**Run 1: cell sizes after repair**

Scale bar: 20 µm.
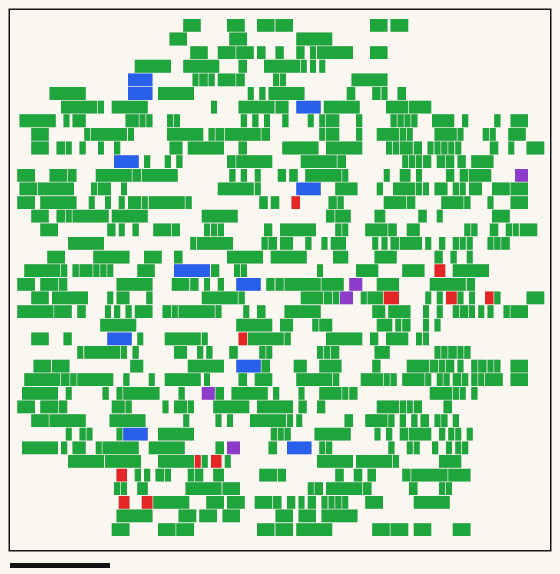
**Run 1: routing congestion map**

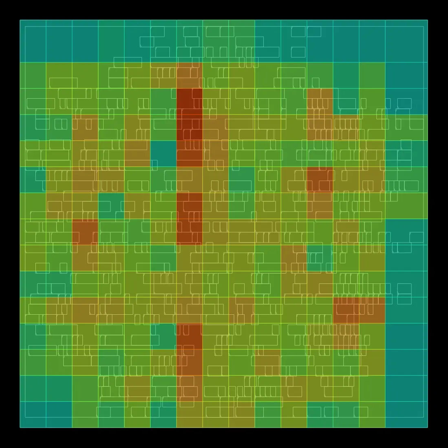
**Run 1: cell classes on the final placement**

Scale bar: 20 µm.
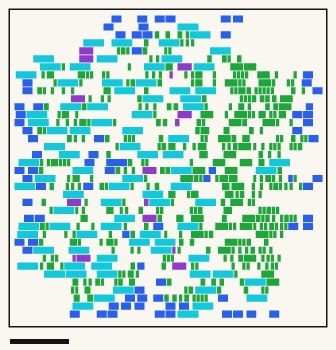
**Run 1: gate-type map**

Scale bar: 20 µm.
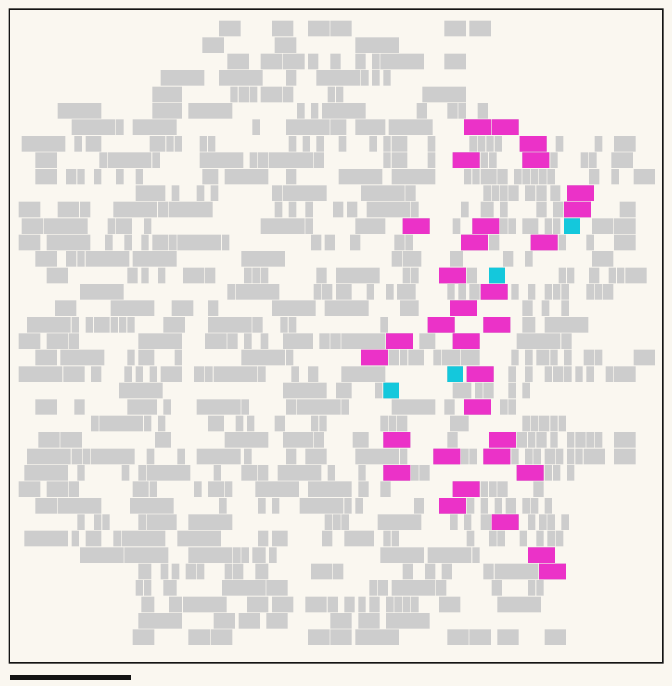
**src/rtl/vga_pkg.sv**
```systemverilog
// Shared types and constants for the VGA pixel stage: colour format, visible area, sync polarity
// and the box-update state encoding.
package vga_pkg;

  typedef struct packed {
    logic [3:0] r;
    logic [3:0] g;
    logic [3:0] b;
  } rgb444_t;

  localparam int unsigned H_VISIBLE = 800;
  localparam int unsigned V_VISIBLE = 600;

  localparam logic SYNC_ACTIVE = 1'b0;

  typedef enum logic [1:0] {
    IDLE,
    PENDING,
    COMMIT
  } upd_state_t;

endpackage

```
**src/rtl/vga_sync_delay.sv**
```systemverilog
// N-stage shift register carrying {HS,VS} so the syncs stay aligned with the pixel pipeline.
// Resets to all-ones, which is the inactive sync level.
module vga_sync_delay #(
  parameter int unsigned N = 2
) (
  input  logic       CLOCK,
  input  logic       RESET,
  input  logic [1:0] i_sync,
  output logic [1:0] o_sync
);

  logic [1:0] r_pipe [N];

  always_ff @(posedge CLOCK) begin
    if (!RESET) begin
      for (int unsigned i = 0; i < N; i++) r_pipe[i] <= '1;
    end else begin
      r_pipe[0] <= i_sync;
      for (int unsigned i = 1; i < N; i++) r_pipe[i] <= r_pipe[i-1];
    end
  end

  assign o_sync = r_pipe[N-1];

endmodule

```
**src/rtl/vga_box_renderer.sv**
```systemverilog
// Draws a solid box over a background colour; box updates are deferred to the next V_Sync_in fall.
// Optional build macro VGA_BOX_BORDER_EN adds a 1-pixel white frame on the box edges.
module vga_box_renderer
  import vga_pkg::*;
#(
  parameter int unsigned BOX_W      = 32,
  parameter int unsigned BOX_H      = 32,
  parameter int unsigned INIT_X     = 384,
  parameter int unsigned INIT_Y     = 284,
  parameter logic [11:0] INIT_COLOR = 12'hFFF,
  parameter logic [11:0] BG_COLOR   = 12'h000
) (
  input  logic        CLOCK,
  input  logic        RESET,
  input  logic        H_Sync_in,
  input  logic        V_Sync_in,
  input  logic        Active_Zone,
  input  logic [9:0]  X_pos,
  input  logic [9:0]  Y_pos,
  input  logic        pos_valid,
  output logic        pos_ready,
  input  logic [9:0]  pos_x,
  input  logic [9:0]  pos_y,
  input  logic [11:0] pos_color,
  output logic [3:0]  VGA_R,
  output logic [3:0]  VGA_G,
  output logic [3:0]  VGA_B,
  output logic        VGA_HS,
  output logic        VGA_VS
);

  upd_state_t r_state, w_next;
  logic       r_ready, r_vs_prev;
  logic       w_xfer, w_vs_fall;
  logic [9:0] r_pend_x, r_pend_y, r_box_x, r_box_y;
  rgb444_t    r_pend_color, r_box_color;

  assign w_xfer    = pos_valid && r_ready && (r_state == IDLE);
  assign w_vs_fall = (r_vs_prev != SYNC_ACTIVE) && (V_Sync_in == SYNC_ACTIVE);
  assign pos_ready = r_ready;

  always_comb begin
    w_next = r_state;
    unique case (r_state)
      IDLE:    if (w_xfer) w_next = PENDING;
      PENDING: if (w_vs_fall) w_next = COMMIT;
      COMMIT:  w_next = IDLE;
      default: w_next = IDLE;
    endcase
  end

  always_ff @(posedge CLOCK) begin
    if (!RESET) begin
      r_state      <= IDLE;
      r_ready      <= 1'b1;
      r_vs_prev    <= ~SYNC_ACTIVE;
      r_pend_x     <= '0;
      r_pend_y     <= '0;
      r_pend_color <= '0;
      r_box_x      <= 10'(INIT_X);
      r_box_y      <= 10'(INIT_Y);
      r_box_color  <= INIT_COLOR;
    end else begin
      r_state   <= w_next;
      r_ready   <= (w_next == IDLE);
      r_vs_prev <= V_Sync_in;
      if (w_xfer) begin
        r_pend_x     <= pos_x;
        r_pend_y     <= pos_y;
        r_pend_color <= pos_color;
      end
      if (r_state == COMMIT) begin
        r_box_x     <= r_pend_x;
        r_box_y     <= r_pend_y;
        r_box_color <= r_pend_color;
      end
    end
  end

  // Position is forced to zero outside the active zone so undriven X_pos/Y_pos never reach the compares.
  logic [10:0] w_x, w_y, w_bx, w_by, w_bx_end, w_by_end;
  logic        w_hit;

  assign w_x      = Active_Zone ? {1'b0, X_pos} : '0;
  assign w_y      = Active_Zone ? {1'b0, Y_pos} : '0;
  assign w_bx     = {1'b0, r_box_x};
  assign w_by     = {1'b0, r_box_y};
  assign w_bx_end = w_bx + 11'(BOX_W);
  assign w_by_end = w_by + 11'(BOX_H);
  assign w_hit    = (w_x >= w_bx) && (w_x < w_bx_end) && (w_x < 11'(H_VISIBLE)) &&
                    (w_y >= w_by) && (w_y < w_by_end) && (w_y < 11'(V_VISIBLE));

  logic    r_az, r_hit;
  rgb444_t w_fill, w_pix, r_rgb;

`ifdef VGA_BOX_BORDER_EN
  logic w_edge, r_edge;
  assign w_edge = (w_x == w_bx) || (w_x == w_bx_end - 11'd1) ||
                  (w_y == w_by) || (w_y == w_by_end - 11'd1);
  always_ff @(posedge CLOCK) begin
    if (!RESET) r_edge <= 1'b0;
    else        r_edge <= w_edge;
  end
  assign w_fill = r_edge ? rgb444_t'(12'hFFF) : r_box_color;
`else
  assign w_fill = r_box_color;
`endif

  always_ff @(posedge CLOCK) begin
    if (!RESET) begin
      r_az  <= 1'b0;
      r_hit <= 1'b0;
      r_rgb <= '0;
    end else begin
      r_az  <= Active_Zone;
      r_hit <= Active_Zone && w_hit;
      r_rgb <= w_pix;
    end
  end

  always_comb begin
    w_pix = '0;
    if (r_az) w_pix = r_hit ? w_fill : rgb444_t'(BG_COLOR);
  end

  assign VGA_R = r_rgb.r;
  assign VGA_G = r_rgb.g;
  assign VGA_B = r_rgb.b;

  logic [1:0] w_sync_out;

  vga_sync_delay #(.N(2)) u_sync_delay (
    .CLOCK  (CLOCK),
    .RESET  (RESET),
    .i_sync ({H_Sync_in, V_Sync_in}),
    .o_sync (w_sync_out)
  );

  assign VGA_HS = w_sync_out[1];
  assign VGA_VS = w_sync_out[0];

endmodule

```
**config.mk**
```make
export PLATFORM = sky130hd
export DESIGN_NAME = vga_box_renderer
export DESIGN_NICKNAME = d
export VERILOG_FILES = /design/src/rtl/vga_pkg.sv /design/src/rtl/vga_sync_delay.sv /design/src/rtl/vga_box_renderer.sv
export SDC_FILE = /design/constraint.sdc
export NUM_CORES = 1
export LEC_CHECK = 0
export ABC_AREA = 1
export CORE_MARGIN = 1
export CORE_UTILIZATION = 35
export CTS_CLUSTER_SIZE = 24
export DETAILED_ROUTE_END_ITERATION = 8
export PLACE_DENSITY = 0.54
export SLEW_MARGIN = 20
export SYNTH_ARGS = -nofsm -noshare
export SYNTH_HDL_FRONTEND = slang
export SYNTH_SLANG_ARGS = --single-unit
```
**constraint.sdc**
```tcl
create_clock -name CLOCK -period 2.7 [get_ports CLOCK]
set_input_delay 0.27 -clock CLOCK [delete_from_list [all_inputs] [get_ports CLOCK]]
set_output_delay 0.27 -clock CLOCK [all_outputs]
set_load 0.05 [all_outputs]
```
==> results.txt, run 1 <==
Implementation summary

The flow ran to the end, and the final reports show no timing, DRC or antenna violations. Per the post-synthesis report, the number of cells in the design is 521. For this run, the top clock speed supported by timing is 0.550 GHz. Counting tap cells, the placed design contains a total of 717 instances.

The main kind of combinational logic by area is simple AND/OR/NAND/NOR gates. The floorplan report gives the top-level pin count as 73. The clock distribution area overhead in the final layout is 0.0324.

The global routing usage on met2 is 0.246. The total nets after synthesis is 611. The number of warning messages in the logs is 28. Measured on the final layout, buffering overhead outside the clock network stands at 0.157. The synthesis report lists the Yosys warning total as 0. The last timing report of the flow puts the setup violation total at 0. After detailed routing, no signal wire sits above met4.

The first-pass iteration count of the detailed router is 4. The final design was reported to hold multi-input combinational gates totalling 342. The tool flagged a number of max-cap violations equal to 0. RePlAce ended its routability-driven mode at a weighted congestion of 0.841. In this run, power in the clock network comes to 0.766 mW. The number of buffers and inverters on the critical path is 3. The kind of cell with the highest combined delay along the critical path is buffers and inverters. The TritonCTS clock tree is yes. The yosys cell count is 521. STA classifies the critical path endpoint as a flip-flop. The largest registers in the layout are r_box_color x12, r_pend_color x12.

The pre-CTS setup slack is 0.530 ns. The horizontal die size is 108 µm. The pin closest to its max-slew limit shows a slew of 0.698 ns. The max-slew violation count is 0.

The deepest level of the CTS H-tree is 3. For reference, the most critical setup path is categorized as in2reg. Sorting the synthesized cells by area gives the leading types as dfxtp_1 43%, ha_1 10%, nor2_1 9.2%. The global route stage reports its total congestion overflow as 0. The required time at the worst-slack endpoint is 2.95 ns. The portion of synthesized cell area occupied by the leading cell type is 0.434. The chip area line of the yosys report is 0.00392 mm². The multi-input combinational cells in the finished layout cover a total of 0.00183 mm².

On the final layout, the worst hold slack is 0.184 ns. In this run, the synthesized area fraction spent on AND-OR/OR-AND gates is recorded as 0.146. The sequential share of power is 0.536. In the post-route report, total wirelength is listed as 8440 µm.

The detailed-routed wire length on met3 is 418 µm. Of the cells placed in the final design, the portion with a size suffix greater than 1 is 0.0456. CTS added clock buffers totalling 9.

In this run, the synthesized area fraction spent on and/or/nand/nor cells is recorded as 0.205. Per the synth log, the flip-flop and latch total comes to 85. The sum of net half-perimeters after detailed placement is 6120 µm. The number of vias per cell after detailed routing is 4.48. After synthesis, the mean cell area works out to 7.52 µm². Per STA, the highest per-stage delay on the worst path measures 0.45 ns.

The critical path depth is 12. The worst clock skew is 0.00374 ns. The via count of the first global-routing pass is 3,234. The internal power of the cells totals 1.88 mW. Of all nets on the critical path, the largest fanout is 23. Per the CTS log, the root buffer master is clkbuf_8. After layout, the inverter instance count without clock inverters stands at 72. Dividing total power by cell area gives a power density of 521 mW/mm². The startpoint identified for the worst register-to-register timing path is r_box_y[5]$_SDFFE_PN0N_.

In this run, synthesis inferred 0 flip-flops with an integrated enable. The share of total power dissipated in the clock network is 0.299. The report lists the cells along the critical path as clkdlybuf4s50_1 > buf_4 > nand2_1 > inv_1 > ha_1 > a21oi_1 > o21a_1 > nand2_1 > nor2_1 > nor2_1 > nand2_1 > nor2_2. The initial antenna violation count came to 0.
-- 'cell sizes after repair' (at the start) --
| colour | size | cells |
|---|---|---|
| purple | x3 and x4 | 5 |
| green | x1 and smaller | 565 |
| blue | x6 and larger | 11 |
| red | x2 | 11 |
worst setup slack after layout: 0.883 ns
Non-Filler Cell Area, Final: 0.00491 mm²
growth of design area from synthesis to finish: 25.4%

-- 'routing congestion map' (at the start) --
met1 track demand over resource in global routing: 0.210
Total GRT Usage: 0.160
Util after Layout: 0.451
GR peak layer: met2

-- 'cell classes on the final placement' (at the start) --
| colour | class | cells | share of their area |
|---|---|---|---|
| cyan | registers | 85 | 36% |
| blue | remaining buffers and delay cells | 78 | 16% |
| green | remaining logic cells | 414 | 44% |
| purple | clock drivers and dummy loads | 15 | 3.4% |
Site Rows: 38
flip-flop and latch share of the layout cell area: 0.346
placeable core region: 0.0109 mm²

-- 'gate-type map' (at the start) --
| colour | family | cells | most used |
|---|---|---|---|
| magenta | fa/ha/maj cells | 32 | ha_1 |
| cyan | non-inverting ao/oa cells | 4 | o21a_1 |
number of cells in the finished layout apart from fillers: 732
multi-input gate share of the layout cell area: 0.373
commonest non-fill, non-tap cell in the layout: nor2_1

==> run 2, diff against run 1 <==
==> constraint.sdc (replaced) <==
create_clock -name CLOCK -period 1.8 [get_ports CLOCK]
set_input_delay 0.18 -clock CLOCK [delete_from_list [all_inputs] [get_ports CLOCK]]
set_output_delay 0.18 -clock CLOCK [all_outputs]
set_load 0.05 [all_outputs]
**Run 2: routing congestion map**

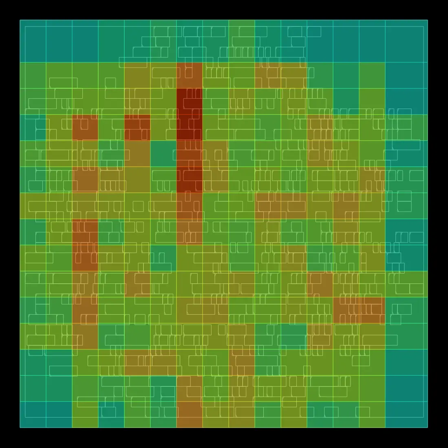
Util after Layout: 0.471
met1 track demand over resource in global routing: 0.208

==> run 2 against run 1 <==
- synthesized cell count stayed put
- critical path type is now reg2out
- global-route usage is 0.71 points lower
- combinational power is 56% higher
- setup slack worse by 0.75 ns
- sequential share of layout area is 1.4 points lower
- via count is 1.3% higher
- worst hold slack worse by 0.015 ns
- area after synthesis stayed put
- highest routed layer unchanged
- non-clock buffer count is 14 higher
- cell count is 2.0% higher
==> results.txt, run 2 <==
Implementation summary

The flow ran to the end, and the final reports show no timing, DRC or antenna violations. The initial antenna violation count is 0 (unchanged). The I/O pin count is 73 (unchanged). The worst clock skew is 0.00763 ns (+0.00389 ns).

The peak-usage layer in the global routing report is met2. The number of buffers created by CTS is 9 (unchanged). The cell count after placement is 731 (+2.0%).

The core outline area is 0.0109 mm² (unchanged). The yosys cell count was 521 (unchanged). The timing report attributes the biggest portion of critical-path delay to buffers and inverters.

The critical path goes through clkdlybuf4s50_1. The max-slew violation count is 0 (unchanged). The reported clock group power is 1.61 mW (+110%). The flip-flop and latch share of the layout cell area is 0.333 (-0.0138). The global routing usage on met2 is 0.238 (-0.00824). The detailed-routed wire length on met3 is 327 µm (-22%). The post-layout instance count excluding filler cells is 747 (+2.0%). The critical path capture point type is an output pin.

TritonCTS built the clock tree. The total of endpoints with negative setup slack in the final report is 0 (unchanged). The number of vias per cell after detailed routing is 4.45 (-0.69%). In this build the clock could be raised as far as 0.599 GHz. The sequential share of power is 0.475 (-0.061). The clock distribution area overhead in the final layout came to 0.0483 (+0.0159). The final weighted congestion in routability-driven placement is 0.839 (-0.20%).

The slew at the pin with the worst max-slew slack was 0.671 ns (-0.0267 ns). By area the synthesized netlist is led by dfxtp_1 43%, ha_1 10%, nor2_1 9.2%. The horizontal die size is 108 µm (unchanged). The final routed wirelength across all metal layers is 8430 µm (about the same).

The delay of the slowest cell on the worst path came to 0.81 ns (+0.36 ns). The post-synthesis share of cell area spent on and, or, nand and nor gates is 0.205 (unchanged). The required time at the worst-slack endpoint came to 1.62 ns (-1.33 ns).

The most numerous logic cell after layout is nor2_1. The pre-CTS setup slack is -0.210 ns (-0.740 ns). The number of buffers and inverters on the critical path is 1 (-2). The critical path depth is 1 (-11). The relative area of non-clock buffer cells in the final design is 0.171 (+0.0138). For the worst reg-to-reg path, the startpoint reported by OpenROAD is r_box_x[5]$_SDFFE_PN0N_. The total number of yosys warnings was 0 (unchanged). The total nets after synthesis is 611 (unchanged). The power density relative to cell area came to 843 mW/mm² (+62%).

The multi-input combinational area share was 0.361 (-0.0120). The number of warning messages in the logs is 28 (unchanged). The share of power burned in the clock network is 0.373 (+0.074). The number of enable-type register cells in the synthesized netlist is 0 (unchanged). The number of max-capacitance violations reported is 0 (unchanged). By area, the combinational part of the netlist is dominated by simple AND/OR/NAND/NOR gates. The chip area line of the yosys report is 0.00392 mm² (unchanged). The share of layout cells above drive strength 1 is 0.0840 (+0.0384). The startpoint-to-endpoint class of the critical path is reg2out. The non-clock inverter instance count of the final layout came to 72 (unchanged).

The number of synthesized register bits came to 85 (unchanged). The worst-path maximum fanout is 2 (-91%). The sum of net half-perimeters after detailed placement is 6190 µm (+1.1%).

The multi-input combinational cell count is 342 (unchanged). The highest metal layer with signal wires is met4. In the final layout, the registers with the most flip-flops are r_box_color x12, r_pend_color x12.
**Run 2: cell sizes after repair**

Scale bar: 20 µm.
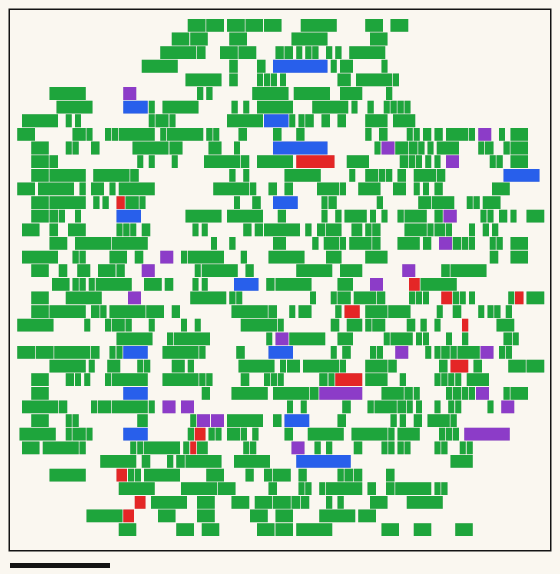
| colour | size | cells |
|---|---|---|
| red | x2 | 14 |
| purple | x3 and x4 | 23 |
| blue | x6 and larger | 14 |
| green | x1 and smaller | 556 |
Non-Filler Cell Area, Final: 0.00513 mm²
worst setup slack after layout: 0.130 ns
growth of design area from synthesis to finish: 30.9%
non-clock buffer count in the final layout: 92

==> run 3, diff against run 2 <==
--- a/config.mk
+++ b/config.mk
@@ -11,6 +11,7 @@
 export CTS_CLUSTER_SIZE = 24
 export DETAILED_ROUTE_END_ITERATION = 8
 export PLACE_DENSITY = 0.54
+export REMOVE_ABC_BUFFERS = 1
 export SLEW_MARGIN = 20
 export SYNTH_ARGS = -nofsm -noshare
 export SYNTH_HDL_FRONTEND = slang
**Run 3: gate-type map**

Scale bar: 20 µm.
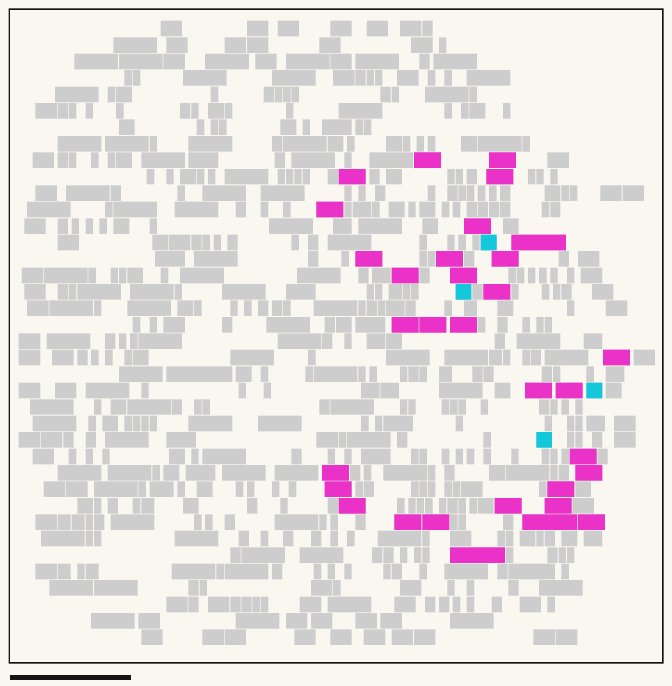
| colour | family | cells | most used |
|---|---|---|---|
| magenta | fa/ha/maj cells | 32 | ha_1 |
| cyan | non-inverting ao/oa cells | 4 | o21a_1 |
multi-input gate share of the layout cell area: 0.368
number of cells in the finished layout apart from fillers: 747

==> run 3 against run 2 <==
- maximum frequency is 1.4% lower
- area after synthesis stayed put
- critical endpoint is now VGA_B[1]
- critical path depth stayed put
- non-clock buffer count stayed put
- critical path type unchanged
- combinational power is 4.9% higher
- sequential cell count stayed put
- via count is 2.5% higher
- synthesized cell count stayed put
- die area stayed put
- sequential power hardly changed
==> results.txt, run 3 <==
Implementation summary

The worst clock skew is 0.0122 ns (+0.00454 ns). Between the synthesized netlist and the finished layout, the area growth was recorded as 31.3%. The global routing usage on met2 came to 0.272 (+0.0343). The switching fraction of total power is 0.273. The final weighted congestion in routability-driven placement is 0.767 (-8.5%). dfxtp_1 takes more of the synthesized area than any other cell.

The share of power burned in the clock network is 0.332 (-0.041). The I/O pin count is 73 (unchanged). The share of layout cells above drive strength 1 is 0.0857 (+0.00165). The largest registers in the layout are r_box_color x12, r_pend_color x12. The final routed wirelength across all metal layers came to 8860 µm (+5.1%). Combinational power for this build is 0.688 mW. Of the combinational cells, the family taking the most area is simple AND/OR/NAND/NOR gates.

The library cell with the highest instance count after synthesis is nor2_1. The kind of cell adding the most delay to the critical path is buffers and inverters. The clock distribution area overhead in the final layout was 0.0387 (-0.00962). The horizontal die size is 108 µm (unchanged).

The worst-path maximum fanout is 1 (-1). The sum of net half-perimeters after detailed placement is 6220 µm (+0.46%). The non-clock inverter instance count of the final layout is 72 (unchanged). The global route stage reports its total congestion overflow as 0.

The max-slew violation count is 0 (unchanged). The power density relative to cell area is 798 mW/mm² (-5.3%). The post-synthesis share of cell area spent on and, or, nand and nor gates is 0.205 (unchanged). The detailed-routed wire length on met3 is 305 µm (-6.7%). STA lists the startpoint of the worst register-to-register path as r_box_x[5]$_SDFFE_PN0N_. The run finished with clean final reports. TritonCTS built the clock tree. The met2 wire length is 4080 µm. The multi-input combinational cell count was 342 (unchanged). The number of max-capacitance violations reported came to 0 (unchanged). The final critical delay including setup and external delays is 1.69 ns. The required time at the worst-slack endpoint is 1.62 ns (about the same). The startpoint-to-endpoint class of the critical path is reg2out. The slew at the pin with the worst max-slew slack is 0.783 ns (+0.112 ns). The deepest level of the CTS H-tree is 3. The cell count after placement came to 731 (unchanged).

In this run the critical path is formed by clkdlybuf4s50_1. The number of buffers created by CTS is 9 (unchanged). The number of enable-type register cells in the synthesized netlist is 0 (unchanged).

The flip-flop and latch share of the layout cell area is 0.331 (-0.00162). The maximum clock frequency is 0.590 GHz (-1.4%). Summing all multiplexer cells gives an area fraction of 0. Note that the worst hold path type here is in2reg. The delay of the slowest cell on the worst path came to 0.81 ns (about the same). The main area contributors are dfxtp_1 43%, ha_1 10%, nor2_1 9.2%. The worst setup slack after layout is 0.106 ns (-0.0242 ns). The total number of yosys warnings is 0 (unchanged). The pre-CTS setup slack is -0.217 ns (-0.00746 ns). According to the finish report, the design has a final net count of 692.

The tree is rooted in a clkbuf_8. The initial antenna violation count came to 0 (unchanged). The number of synthesized register bits is 85 (unchanged). The peak-usage layer in the global routing report is met2. The critical path depth came to 1 (unchanged). The chip area line of the yosys report was 0.00392 mm² (unchanged). The sequential share of power is 0.501 (+0.026). CTS reports a maximum clock tree buffer depth of 2. The total of endpoints with negative setup slack in the final report is 0 (unchanged).

The top flip-flop cell by instance count after synthesis is dfxtp_1. Signal routing reaches up to met4. The relative area of non-clock buffer cells in the final design is 0.176 (+0.00441). The core outline area is 0.0109 mm² (unchanged). Per the cell usage report, the commonest logic cell in the layout is nor2_1. STA classifies the critical path endpoint as an output pin.

Clock tree synthesis found a total of 85 sinks. The number of buffers and inverters on the critical path is 1 (unchanged). The reported clock group power was 1.36 mW (-16%). The total count of hold-check failures in the final report is 0. The number of vias per cell after detailed routing is 4.56 (+2.5%). The buffer count excluding the clock tree in the final layout came to 92 (unchanged).

The yosys cell count was 521 (unchanged). The total DRC errors in the routed layout is 0. The number of warning messages in the logs is 27 (-3.6%).
**Run 3: cell classes on the final placement**

Scale bar: 20 µm.
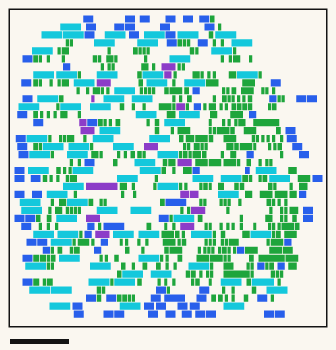
| colour | class | cells | share of their area |
|---|---|---|---|
| green | remaining logic cells | 414 | 44% |
| cyan | registers | 85 | 34% |
| purple | clock drivers and dummy loads | 16 | 4.0% |
| blue | remaining buffers and delay cells | 92 | 18% |
Non-Filler Cell Area, Final: 0.00514 mm²
Util after Layout: 0.472

No activity file was given, so power comes from the tool's default toggle rates.
